Figure 1. Metal 1.
Scale: 1 px per um. Supply wires on this layer in gray.
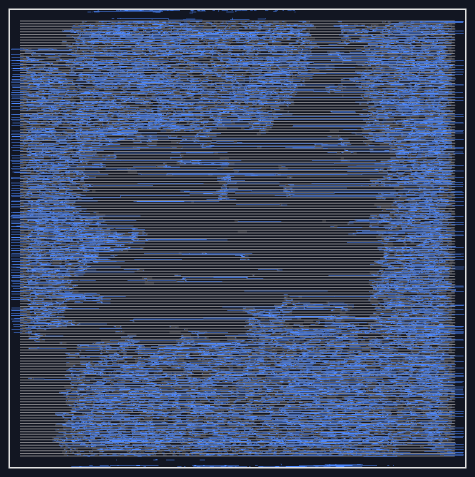
Figure 2. M2 wires.
Scale: 1 px per um.
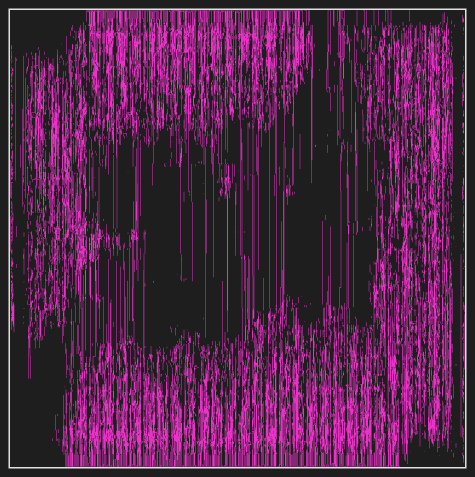
Figure 3. Met3 routing.
Scale: 1 px per um.
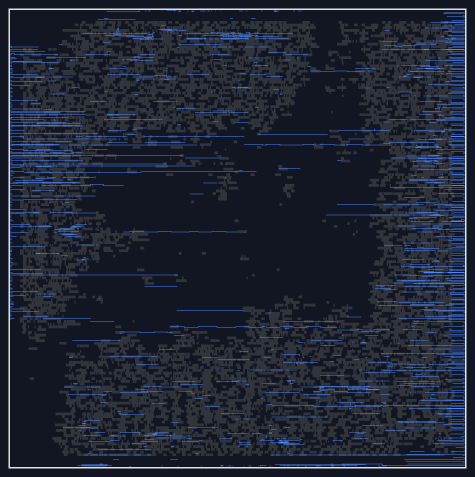
Figure 4. Met4 routing.
Scale: 1 px per um. Supply wires on this layer in gray.
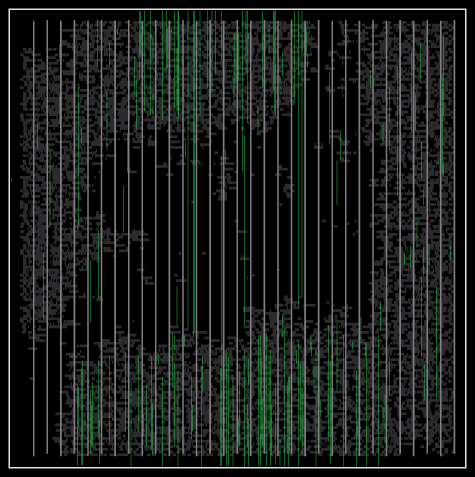
===== src/rtl/mod_exp_ctrl.sv =====
// mod_exp_ctrl: base^exp mod M by left-to-right square-and-multiply over an external Montgomery multiplier.
// Optional build macro MOD_EXP_SKIP_LZ_EN skips leading-zero exponent bits before the first squaring.
module mod_exp_ctrl #(
   parameter int           K    = 192,
   parameter int           LOGK = 8,
   parameter logic [K-1:0] M    = 192'hffffffffffffffff_fffffffffffffffe_ffffffffffffffff,
   parameter logic [K-1:0] R2   = 192'h0000000000000001_0000000000000002_0000000000000001
) (
   input  logic         clk,
   input  logic         rst,
   input  logic         start,
   input  logic [K-1:0] base,
   input  logic [K-1:0] exp,
   output logic [K-1:0] result,
   output logic         done,
   output logic         busy,
   output logic [K-1:0] mm_x,
   output logic [K-1:0] mm_y,
   output logic         mm_start,
   input  logic [K-1:0] mm_z,
   input  logic         mm_done
);

   typedef enum logic [2:0] {
      S_IDLE, S_ISSUE, S_WAIT_LO, S_WAIT_HI, S_NEXT, S_SKIP, S_FIN
   } state_t;

   typedef enum logic [2:0] {
      OP_TOB, OP_TOA, OP_SQR, OP_MUL, OP_FRM
   } op_t;

   localparam logic [K-1:0]    ONE     = K'(1);
   localparam logic [LOGK-1:0] IDX_TOP = LOGK'(K - 1);

   // Montgomery reduction needs an odd modulus and a reduced conversion constant.
   if (M[0] == 1'b0) begin : g_even_modulus
      $error("mod_exp_ctrl: modulus M must be odd");
   end
   if (R2 >= M) begin : g_unreduced_r2
      $error("mod_exp_ctrl: R2 must be reduced below M");
   end

   state_t          state;
   op_t             op;
   logic [K-1:0]    base_r;
   logic [K-1:0]    exp_r;
   logic [K-1:0]    bm;
   logic [K-1:0]    a;
   logic [LOGK-1:0] idx;

   always_ff @(posedge clk or posedge rst) begin
      if (rst) begin
         state    <= S_IDLE;
         op       <= OP_TOB;
         base_r   <= '0;
         exp_r    <= '0;
         bm       <= '0;
         a        <= '0;
         idx      <= IDX_TOP;
         result   <= '0;
         done     <= 1'b0;
         busy     <= 1'b0;
         mm_x     <= '0;
         mm_y     <= '0;
         mm_start <= 1'b0;
      end else begin
         mm_start <= 1'b0;
         done     <= 1'b0;
         case (state)
            S_IDLE: begin
               if (start) begin
                  base_r <= base;
                  exp_r  <= exp;
                  op     <= OP_TOB;
                  idx    <= IDX_TOP;
                  busy   <= 1'b1;
                  state  <= S_ISSUE;
               end
            end

            S_ISSUE: begin
               case (op)
                  OP_TOB: begin
                     mm_x <= base_r;
                     mm_y <= R2;
                  end
                  OP_TOA: begin
                     mm_x <= R2;
                     mm_y <= ONE;
                  end
                  OP_SQR: begin
                     mm_x <= a;
                     mm_y <= a;
                  end
                  OP_MUL: begin
                     mm_x <= a;
                     mm_y <= bm;
                  end
                  default: begin
                     mm_x <= a;
                     mm_y <= ONE;
                  end
               endcase
               mm_start <= 1'b1;
               state    <= S_WAIT_LO;
            end

            // mm_done may still be high from the previous op until the multiplier loads the new one.
            S_WAIT_LO: begin
               if (!mm_done) state <= S_WAIT_HI;
            end

            S_WAIT_HI: begin
               if (mm_done) begin
                  if (op == OP_TOB) bm <= mm_z;
                  else              a  <= mm_z;
                  state <= S_NEXT;
               end
            end

            S_NEXT: begin
               state <= S_ISSUE;
               case (op)
                  OP_TOB: op <= OP_TOA;
                  OP_TOA: begin
`ifdef MOD_EXP_SKIP_LZ_EN
                     state <= S_SKIP;
`else
                     op <= OP_SQR;
`endif
                  end
                  OP_SQR, OP_MUL: begin
                     if (op == OP_SQR && exp_r[idx]) begin
                        op <= OP_MUL;
                     end else if (idx == '0) begin
                        op <= OP_FRM;
                     end else begin
                        idx <= idx - LOGK'(1);
                        op  <= OP_SQR;
                     end
                  end
                  default: begin
                     result <= a;
                     done   <= 1'b1;
                     state  <= S_FIN;
                  end
               endcase
            end

            // With A = R, the square and multiply on the top set bit reduce to A = Bm.
            S_SKIP: begin
`ifdef MOD_EXP_SKIP_LZ_EN
               if (exp_r[idx]) begin
                  a     <= bm;
                  state <= S_ISSUE;
                  if (idx == '0) begin
                     op <= OP_FRM;
                  end else begin
                     idx <= idx - LOGK'(1);
                     op  <= OP_SQR;
                  end
               end else if (idx == '0) begin
                  op    <= OP_FRM;
                  state <= S_ISSUE;
               end else begin
                  idx <= idx - LOGK'(1);
               end
`else
               state <= S_IDLE;
`endif
            end

            S_FIN: begin
               busy  <= 1'b0;
               state <= S_IDLE;
            end

            default: state <= S_IDLE;
         endcase
      end
   end

endmodule

===== config.mk =====
export PLATFORM = sky130hd
export DESIGN_NAME = mod_exp_ctrl
export DESIGN_NICKNAME = d
export VERILOG_FILES = /design/src/rtl/mod_exp_ctrl.sv
export SDC_FILE = /design/constraint.sdc
export NUM_CORES = 2
export LEC_CHECK = 0
export CORE_AREA = 10 10 445 447
export CTS_CLUSTER_SIZE = 16
export DETAILED_ROUTE_END_ITERATION = 12
export DIE_AREA = 0 0 455 457
export HOLD_SLACK_MARGIN = 0.15
export MAX_ROUTING_LAYER = met4
export SLEW_MARGIN = 40
export SYNTH_ARGS = -nofsm -noshare
export SYNTH_HDL_FRONTEND = slang
export SYNTH_SLANG_ARGS = --single-unit

===== constraint.sdc =====
create_clock -name clk -period 62.8 [get_ports clk]
set_input_delay 9.42 -clock clk [delete_from_list [all_inputs] [get_ports clk]]
set_output_delay 9.42 -clock clk [all_outputs]
set_load 0.005 [all_outputs]

==> run notes <==
flow finished, numbers: status=completed, diode count=61, clk ins delay skew pair=0.83 ns, most instantiated logic cell after routing=nand2_1, Die Width=455 um, Non-CTS inverters=11, Gate Area=20400 um^2, Net Sw Frac=0.344, initial antenna violation count=74, clock-pin slew on the worst setup and hold paths=0.05 ns, IO Count=1159, DIE AREA=208000 um^2, Routed Antenna Nets=0, number of max-cap violations=0, Worst R2R Setup Slack=58.46 ns, reg2reg path depth=7, hpwl dp=169 mm, Total GRT Usage=0.226, Main synth FF type=dfrtp_1, kind of critical path=input pin to async pin, Arr. time, crit path=13.50 ns, Hold Path End=base_r[45], Flop area=34100 um^2, setup TNS=0 ns, area fraction in xor and xnor cells=0, crit start category=input pin, clk root buf=clkbuf_16, pin count of the biggest net entering global routing=107, fraction of layout cells with a size suffix above 1=0.118, Reg2Reg Launch Point=state[0], gpl congestion=0.924, NonClk Buf Share=0.166, area grow syn2layout=35.5%, Sw Pwr=1.16 mW, routed len/inst=25.8 um, RSZ-0062 raised after global routing=false
Notes on Figure 1 above:
main direction = horizontal
nets with wire on the layer = 6400
share of all routed wire = 40%
longest straight run = 144 um
M1 GR Usage: 0.268
WL final: 236 mm
Via Count: 44300

Notes on Figure 2 above:
main direction = vertical
nets with wire on the layer = 5736
longest straight run = 216 um
share of all routed wire = 47%

Notes on Figure 3 above:
share of all routed wire = 7.6%
longest straight run = 185 um
nets with wire on the layer = 860
grt met3 use: 0.0608

Notes on Figure 4 above:
longest straight run = 325 um
main direction = vertical
share of all routed wire = 5.0%

Power and IR drop assume default switching activity.
